Routed clock nets over the placement:
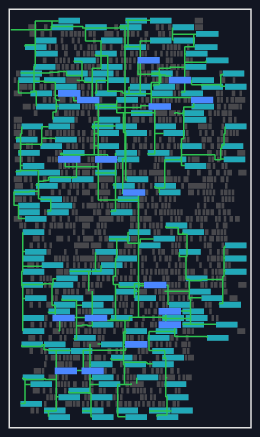
Sizing map:
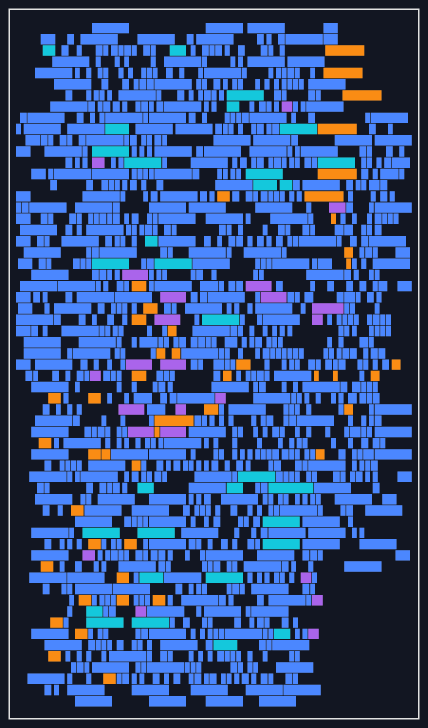
Metal 3:
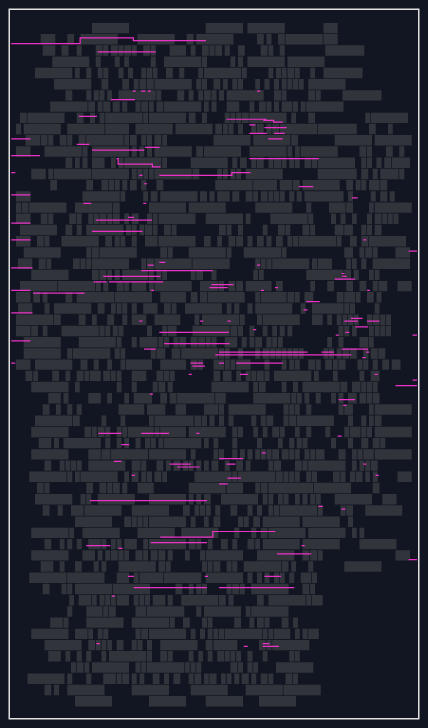
$ cat src/rtl/i2c_target_responder_if.sv
// rtl/i2c_target_responder_if.sv - bus pins and write-event outputs of the I2C target responder.
interface i2c_target_responder_if #(
  parameter int DATA_W = 8,
  parameter int PTR_W  = 4
);
  logic              scl_in;
  logic              sda_in;
  logic              sda_oe;
  logic              rx_valid;
  logic [DATA_W-1:0] rx_data;
  logic [PTR_W-1:0]  rx_ptr;
  logic              busy;
  logic              nack_seen;

  modport slave (
    input  scl_in, sda_in,
    output sda_oe, rx_valid, rx_data, rx_ptr, busy, nack_seen
  );

  modport master (
    output scl_in, sda_in,
    input  sda_oe, rx_valid, rx_data, rx_ptr, busy, nack_seen
  );
endinterface

$ cat src/rtl/i2c_target_responder.sv
// rtl/i2c_target_responder.sv - oversampling I2C target with address match, ACK/NACK and byte memory.
module i2c_target_responder #(
  parameter logic [6:0] TARGET_ADDR = 7'h10,
  parameter int DATA_W      = 8,
  parameter int MEM_DEPTH   = 16,
  parameter int PTR_MODE    = 1,
  parameter int NACK_AFTER  = 0,
  parameter int SYNC_STAGES = 2
) (
  input logic core_clk,
  input logic PRESET,
  i2c_target_responder_if.slave bus
);
  localparam int PTR_W = $clog2(MEM_DEPTH);
  localparam int SH_W  = (DATA_W > 8) ? DATA_W : 8;
  localparam int CNT_W = $clog2(SH_W + 1);
  localparam logic [15:0] NACK_LIM = 16'(NACK_AFTER);

  typedef enum logic [2:0] {IDLE, ADDR, ADDR_ACK, WR_DATA, WR_ACK, RD_DATA, RD_ACK, IGNORE} state_t;

  logic [SYNC_STAGES-1:0] scl_sync, sda_sync;
  logic scl_s, sda_s, scl_q, sda_q;
  logic scl_rise, scl_fall, start, stop;

  always_ff @(posedge core_clk or posedge PRESET) begin
    if (PRESET) begin
      scl_sync <= '1;
      sda_sync <= '1;
      scl_q    <= 1'b1;
      sda_q    <= 1'b1;
    end else begin
      scl_sync <= {scl_sync[SYNC_STAGES-2:0], bus.scl_in};
      sda_sync <= {sda_sync[SYNC_STAGES-2:0], bus.sda_in};
      scl_q    <= scl_s;
      sda_q    <= sda_s;
    end
  end

  assign scl_s    = scl_sync[SYNC_STAGES-1];
  assign sda_s    = sda_sync[SYNC_STAGES-1];
  assign scl_rise = scl_s & ~scl_q;
  assign scl_fall = ~scl_s & scl_q;
  assign start    = scl_s & scl_q & sda_q & ~sda_s;
  assign stop     = scl_s & scl_q & ~sda_q & sda_s;

  state_t            state, state_n;
  logic [CNT_W-1:0]  cnt, cnt_n;
  logic [SH_W-2:0]   rx_sh, rx_sh_n;
  logic [DATA_W-1:0] tx_sh, tx_sh_n;
  logic [PTR_W-1:0]  ptr, ptr_n;
  logic              first, first_n, ack_ph, ack_ph_n, rw, rw_n;
  logic [15:0]       wr_cnt, wr_cnt_n;
  logic              sda_oe_q, sda_oe_n, busy_q, busy_n, nack_q, nack_n;
  logic              rx_valid_q, rx_valid_n;
  logic [DATA_W-1:0] rx_data_q, rx_data_n;
  logic [PTR_W-1:0]  rx_ptr_q, rx_ptr_n;
  logic              mem_we;
  logic [DATA_W-1:0] mem [MEM_DEPTH];
  logic [DATA_W-1:0] rd_word, rx_byte;
  logic [7:0]        addr_byte;

  assign rd_word   = mem[ptr];
  assign rx_byte   = {rx_sh[DATA_W-2:0], sda_s};
  assign addr_byte = {rx_sh[6:0], sda_s};

  always_ff @(posedge core_clk or posedge PRESET) begin
    if (PRESET) begin
      state      <= IDLE;
      cnt        <= '0;
      rx_sh      <= '0;
      tx_sh      <= '0;
      ptr        <= '0;
      first      <= 1'b0;
      ack_ph     <= 1'b0;
      rw         <= 1'b0;
      wr_cnt     <= '0;
      sda_oe_q   <= 1'b0;
      busy_q     <= 1'b0;
      nack_q     <= 1'b0;
      rx_valid_q <= 1'b0;
      rx_data_q  <= '0;
      rx_ptr_q   <= '0;
      for (int i = 0; i < MEM_DEPTH; i++) mem[i] <= '0;
    end else begin
      state      <= state_n;
      cnt        <= cnt_n;
      rx_sh      <= rx_sh_n;
      tx_sh      <= tx_sh_n;
      ptr        <= ptr_n;
      first      <= first_n;
      ack_ph     <= ack_ph_n;
      rw         <= rw_n;
      wr_cnt     <= wr_cnt_n;
      sda_oe_q   <= sda_oe_n;
      busy_q     <= busy_n;
      nack_q     <= nack_n;
      rx_valid_q <= rx_valid_n;
      rx_data_q  <= rx_data_n;
      rx_ptr_q   <= rx_ptr_n;
      if (mem_we) mem[ptr] <= rx_byte;
    end
  end

  // START/STOP override every state; otherwise bus activity only advances on SCL edges.
  always_comb begin
    state_n    = state;
    cnt_n      = cnt;
    rx_sh_n    = rx_sh;
    tx_sh_n    = tx_sh;
    ptr_n      = ptr;
    first_n    = first;
    ack_ph_n   = ack_ph;
    rw_n       = rw;
    wr_cnt_n   = wr_cnt;
    sda_oe_n   = sda_oe_q;
    busy_n     = busy_q;
    nack_n     = nack_q;
    rx_valid_n = 1'b0;
    rx_data_n  = rx_data_q;
    rx_ptr_n   = rx_ptr_q;
    mem_we     = 1'b0;
    if (start) begin
      state_n  = ADDR;
      cnt_n    = '0;
      nack_n   = 1'b0;
      sda_oe_n = 1'b0;
      wr_cnt_n = '0;
      first_n  = 1'b0;
      ack_ph_n = 1'b0;
      if (PTR_MODE == 0) ptr_n = '0;
    end else if (stop) begin
      state_n  = IDLE;
      busy_n   = 1'b0;
      sda_oe_n = 1'b0;
    end else begin
      case (state)
        ADDR: if (scl_rise) begin
          rx_sh_n = {rx_sh[SH_W-3:0], sda_s};
          cnt_n   = cnt + 1'b1;
          if (cnt == CNT_W'(7)) begin
            if (addr_byte[7:1] == TARGET_ADDR) begin
              state_n  = ADDR_ACK;
              busy_n   = 1'b1;
              rw_n     = addr_byte[0];
              ack_ph_n = 1'b0;
            end else begin
              state_n = IGNORE;
              busy_n  = 1'b0;
            end
          end
        end
        ADDR_ACK, WR_ACK: if (scl_fall) begin
          if (!ack_ph) begin
            sda_oe_n = 1'b1;
            ack_ph_n = 1'b1;
          end else begin
            ack_ph_n = 1'b0;
            cnt_n    = '0;
            sda_oe_n = 1'b0;
            if (state == ADDR_ACK && rw) begin
              // First read bit goes out on the same edge that ends the address ACK.
              state_n  = RD_DATA;
              sda_oe_n = ~rd_word[DATA_W-1];
              tx_sh_n  = {rd_word[DATA_W-2:0], 1'b0};
              cnt_n    = CNT_W'(1);
            end else begin
              state_n = WR_DATA;
              if (state == ADDR_ACK) first_n = (PTR_MODE != 0);
            end
          end
        end
        WR_DATA: if (scl_rise) begin
          rx_sh_n = {rx_sh[SH_W-3:0], sda_s};
          cnt_n   = cnt + 1'b1;
          if (cnt == CNT_W'(DATA_W - 1)) begin
            if (first) begin
              ptr_n    = rx_byte[PTR_W-1:0];
              first_n  = 1'b0;
              state_n  = WR_ACK;
              ack_ph_n = 1'b0;
            end else if (NACK_AFTER != 0 && wr_cnt >= NACK_LIM) begin
              state_n = IGNORE;
            end else begin
              mem_we     = 1'b1;
              rx_valid_n = 1'b1;
              rx_data_n  = rx_byte;
              rx_ptr_n   = ptr;
              ptr_n      = ptr + 1'b1;
              if (wr_cnt != '1) wr_cnt_n = wr_cnt + 16'd1;
              state_n    = WR_ACK;
              ack_ph_n   = 1'b0;
            end
          end
        end
        RD_DATA: if (scl_fall) begin
          if (cnt == CNT_W'(DATA_W)) begin
            sda_oe_n = 1'b0;
            state_n  = RD_ACK;
            ptr_n    = ptr + 1'b1;
          end else begin
            sda_oe_n = ~tx_sh[DATA_W-1];
            tx_sh_n  = {tx_sh[DATA_W-2:0], 1'b0};
            cnt_n    = cnt + 1'b1;
          end
        end
        RD_ACK: if (scl_rise) begin
          if (!sda_s) begin
            state_n = RD_DATA;
            tx_sh_n = rd_word;
            cnt_n   = '0;
          end else begin
            nack_n  = 1'b1;
            state_n = IGNORE;
          end
        end
        IGNORE:  sda_oe_n = 1'b0;
        default: ;
      endcase
    end
  end

  assign bus.sda_oe    = sda_oe_q;
  assign bus.rx_valid  = rx_valid_q;
  assign bus.rx_data   = rx_data_q;
  assign bus.rx_ptr    = rx_ptr_q;
  assign bus.busy      = busy_q;
  assign bus.nack_seen = nack_q;
endmodule

$ cat src/flat_wrapper.sv
// flat-port wrapper written by rule: the top's interface ports become plain ports
module i2c_target_responder_flat 
#(
  parameter logic [6:0] TARGET_ADDR = 7'h10,
  parameter int DATA_W      = 8,
  parameter int MEM_DEPTH   = 16,
  parameter int PTR_MODE    = 1,
  parameter int NACK_AFTER  = 0,
  parameter int SYNC_STAGES = 2
)
  (core_clk, PRESET, bus_scl_in, bus_sda_in, bus_sda_oe, bus_rx_valid, bus_rx_data, bus_rx_ptr, bus_busy, bus_nack_seen);
  i2c_target_responder_if #(.DATA_W(DATA_W), .PTR_W(4)) bus_i ();
  input logic core_clk;
  input logic PRESET;
  input wire logic [$bits(bus_i.scl_in)-1:0] bus_scl_in;
  input wire logic [$bits(bus_i.sda_in)-1:0] bus_sda_in;
  output wire logic [$bits(bus_i.sda_oe)-1:0] bus_sda_oe;
  output wire logic [$bits(bus_i.rx_valid)-1:0] bus_rx_valid;
  output wire logic [$bits(bus_i.rx_data)-1:0] bus_rx_data;
  output wire logic [$bits(bus_i.rx_ptr)-1:0] bus_rx_ptr;
  output wire logic [$bits(bus_i.busy)-1:0] bus_busy;
  output wire logic [$bits(bus_i.nack_seen)-1:0] bus_nack_seen;
  assign bus_i.scl_in = bus_scl_in;
  assign bus_i.sda_in = bus_sda_in;
  assign bus_sda_oe = bus_i.sda_oe;
  assign bus_rx_valid = bus_i.rx_valid;
  assign bus_rx_data = bus_i.rx_data;
  assign bus_rx_ptr = bus_i.rx_ptr;
  assign bus_busy = bus_i.busy;
  assign bus_nack_seen = bus_i.nack_seen;
  i2c_target_responder #(.TARGET_ADDR(TARGET_ADDR), .DATA_W(DATA_W), .MEM_DEPTH(MEM_DEPTH), .PTR_MODE(PTR_MODE), .NACK_AFTER(NACK_AFTER), .SYNC_STAGES(SYNC_STAGES)) u_core (.core_clk(core_clk), .PRESET(PRESET), .bus(bus_i));
endmodule
$ cat config.mk
export PLATFORM = sky130hd
export DESIGN_NAME = i2c_target_responder_flat
export DESIGN_NICKNAME = d
export VERILOG_FILES = /design/src/rtl/i2c_target_responder_if.sv /design/src/rtl/i2c_target_responder.sv /design/src/flat_wrapper.sv
export SDC_FILE = /design/constraint.sdc
export NUM_CORES = 1
export LEC_CHECK = 0
export ABC_AREA = 1
export CORE_ASPECT_RATIO = 1.75
export CORE_MARGIN = 1
export CORE_UTILIZATION = 55
export CTS_CLUSTER_SIZE = 30
export DETAILED_ROUTE_END_ITERATION = 10
export HOLD_SLACK_MARGIN = 0.1
export PLACE_DENSITY = 0.72
export SETUP_SLACK_MARGIN = 0.3
export SKIP_CTS_REPAIR_TIMING = 1
export SLEW_MARGIN = 25
export SYNTH_ARGS = -nofsm -noshare
export SYNTH_HDL_FRONTEND = slang
export SYNTH_SLANG_ARGS = --single-unit
$ cat constraint.sdc
create_clock -name core_clk -period 10 [get_ports core_clk]
set_input_delay 1 -clock core_clk [delete_from_list [all_inputs] [get_ports core_clk]]
set_output_delay 1 -clock core_clk [all_outputs]
set_load 0.03 [all_outputs]
==> flow_metrics.py <==
# Physical implementation metrics
metrics = {
    "status": {
        "status": "complete, no violations",
    },
    "grt": {
        "grt_pass1_wl_um": 35800,
        "globalRouteOverflowTotal": 0,
        "antenna_found_initial": 0,
        "grt_start_max_net_pins": 102,
        "grt_pass1_vias": 7018,
    },
    "finish": {
        "n_antenna_cell": 0,
        "layout.nets": 1177,
        "layout_top_cells": "nand2_1 (435), dfrtp_1 (172), o21ai_0 (118)",
        "fin_cells": 1369,
        "lay_top_count": "nand2_1",
    },
    "worst_setup_path": {
        "worstPathRequired_ns": 10.28,
        "cp-start-kind": "register",
        "path_cells": "buf_4 -> clkinv_1 -> buf_4 -> ha_1 -> nand3_2 -> o21ai_0",
        "cpMostUsedCell": "buf_4",
        "slowest_delay_ns": 0.64,
        "crit_path_max_fanout": 35,
        "worst_r2r_startpoint": "u_core.ptr[1]$_DFFE_PP0P_",
        "crit_slowest_cell": "clkinv_1",
        "end_kind": "register",
    },
    "synthesis": {
        "syn_inst": 1177,
        "ys_seq_share_pct": 49.6,
        "synth_warnings": 0,
        "ys_types": 34,
        "avgSynthCellArea_um2": 7.69,
        "yosys_area_mm2": 0.00905,
        "yosysCellCount": 1177,
        "ys_ff": 179,
        "ff_type": "dfrtp_1",
    },
    "worst_hold_path": {
        "min-delay-start": "u_core.sda_sync[0]$_DFF_PP1_",
        "hold_class": "reg2reg",
    },
    "die": {
        "die-height_um": 172,
        "fp_util_pct": 56.7,
        "dieArea_mm2": 0.0170,
        "core_area_mm2": 0.0160,
    },
    "power": {
        "peakVddDrop_mv": 0.122,
        "leakagePower_uw": 0.00471,
        "powerDensity_mw_per_mm2": 235,
    },
    "route": {
        "first_iter_violations": 568,
        "via_per_inst": 5.41,
        "first_pass_iters": 5,
        "drc": 0,
        "ant_nets": 0,
    },
    "sta": {
        "min_period_over_period_pct": 27.1,
        "fin_setup_tns_ns": 0,
        "hold_viol": 0,
        "fmax_ghz": 0.369,
        "worst_slack_ns": 7.29,
        "slew_headroom_pct": 39.6,
        "setup_violations": 0,
    },
    "run": {
        "warnings": 32,
        "drv_cap": 0,
    },
    "place": {
        "gp_congestion": 0.917,
        "dp.cells": 1337,
    },
    "cts": {
        "cts_made_buffers": 17,
        "clk_pin_slew_ns": 0.07,
    },
}
## Picture notes: 'routed clock nets over the placement'
- flip-flops: cyan (count 179)
- clock wires: green (length 2030 um)
- clock drivers: blue (count 17)
- routed clock nets: 18
skew final: 0.0104 ns
Latency at later pin: 0.44 ns

## Picture notes: 'sizing map'
- _0 and _1 cells: blue (cells 1080; share 92%)
- _3 and _4 cells: purple (cells 23; share 1.9%)
- _2 cells: orange (cells 46; share 3.9%)
- _6 and larger: cyan (cells 31; share 2.6%)

## Picture notes: 'metal 3'
- wire length on this layer: 648 um
- nets with wire on the layer: 74
- longest straight run: 32.7 um
- main direction: horizontal
- share of all routed wire: 3.0%
final WL: 21700 um
GR Util met3: 4.47%
DR vias: 7400

-- metrics by stage --
step	total power, uW	util, %	hold WS (ns)	instance area (um^2)
floorplan	1410	-	0.345	9050
global placement	1630	57.8	0.350	9230
detailed placement	1630	57.9	0.351	9230
CTS	2320	61.7	0.361	9850
global route	2450	61.8	0.369	9860
finish	2310	61.8	0.359	9860
-- Yosys cell counts, types with 9 or more instances --
cell | number | area share (%)
o21ai_0 | 118 | 6.5
o21ai_2 | 17 | 1.6
nand3_1 | 56 | 3.1
nor2_1 | 84 | 3.5
inv_1 | 112 | 4.6
clkbuf_1 | 30 | 1.2
nand3_4 | 10 | 1.9
dfrtp_1 | 173 | 48
buf_2 | 9 | 0.50
o21ai_1 | 63 | 3.5
buf_6 | 10 | 1.2
nand2_1 | 435 | 18
-- cell families after synthesis --
group                      share of synthesized area [%]
AOI/OAI and AO/OA                                   12.2
xor gates and xnor gates                          0.0968
adders and majority gates                          0.830
buffers and inverters                               8.39
DFF                                                 49.6
muxes                                              0.111
and+or+nand+nor                                     28.8
-- worst paths after layout --
kind,endpoint,slack (ns),depth (start not counted)
min reg2reg,u_core.sda_sync[1]$_DFF_PP1_,0.36,0
max reg2reg,u_core.mem[24]$_DFFE_PP0P_,7.29,6
max,u_core.mem[24]$_DFFE_PP0P_,7.29,6
min,u_core.sda_sync[1]$_DFF_PP1_,0.36,0
min in group asynchronous,u_core.mem[5]$_DFFE_PP0P_,1.11,2
max in group asynchronous,u_core.bus.rx_ptr[3]$_DFFE_PP0P_,7.69,3
-- routing by layer --
layer	part of all wire [%]	GRT usage [%]	vias to the layer above
li1	-	-	3685
met1	42	33.8	3460
met2	50	46.5	181
met3	3.0	4.47	74
met4	5.4	16.1	0
met5	0	0	-
-- layout make-up --
| cell class | count | area [um^2] |
|---|---|---|
| fillers | 1459 | 6100 |
| flip-flops and latches | 179 | 4490 |
| well taps | 189 | 236 |
| repair buffers | 28 | 262 |
| multi-input cells | 824 | 3810 |
| inverters | 117 | 444 |
| clock buffers | 17 | 425 |
| clock inverters | 15 | 191 |
-- critical path: cells and delay by family (launching register included) --
kind	cells	cell delay, ns
AND-OR/OR-AND	1	0.13
adder cells (fa/ha/maj)	1	0.34
buffers and inverters	3	1.47
flip-flops	1	0.32
AND/OR/NAND/NOR	1	0.28
-- where the power goes --
group	internal, uW	switching [uW]	leakage [uW]
Combinational	215	601	0.00196
Clock	361	321	0.000297
Sequential	772	44.5	0.00245
Total	1350	967	0.00471
-- flip-flops by register name, summed over array words and instances (netlist names) --
signal,count
u_core.mem,128
u_core.sda_q,1
u_core.scl_sync,2
u_core.scl_q,1
u_core.sda_sync,2
u_core.ptr,4
u_core.cnt,4
u_core.state,3
u_core.tx_sh,8
u_core.bus.busy,1
u_core.rx_sh,7
u_core.bus.sda_oe,1
u_core.ack_ph,1
u_core.bus.rx_ptr,4
u_core.rw,1
u_core.bus.nack_seen,1
u_core.bus.rx_valid,1
u_core.first,1
u_core.bus.rx_data,8
Power is estimated from default activity; no workload was simulated.
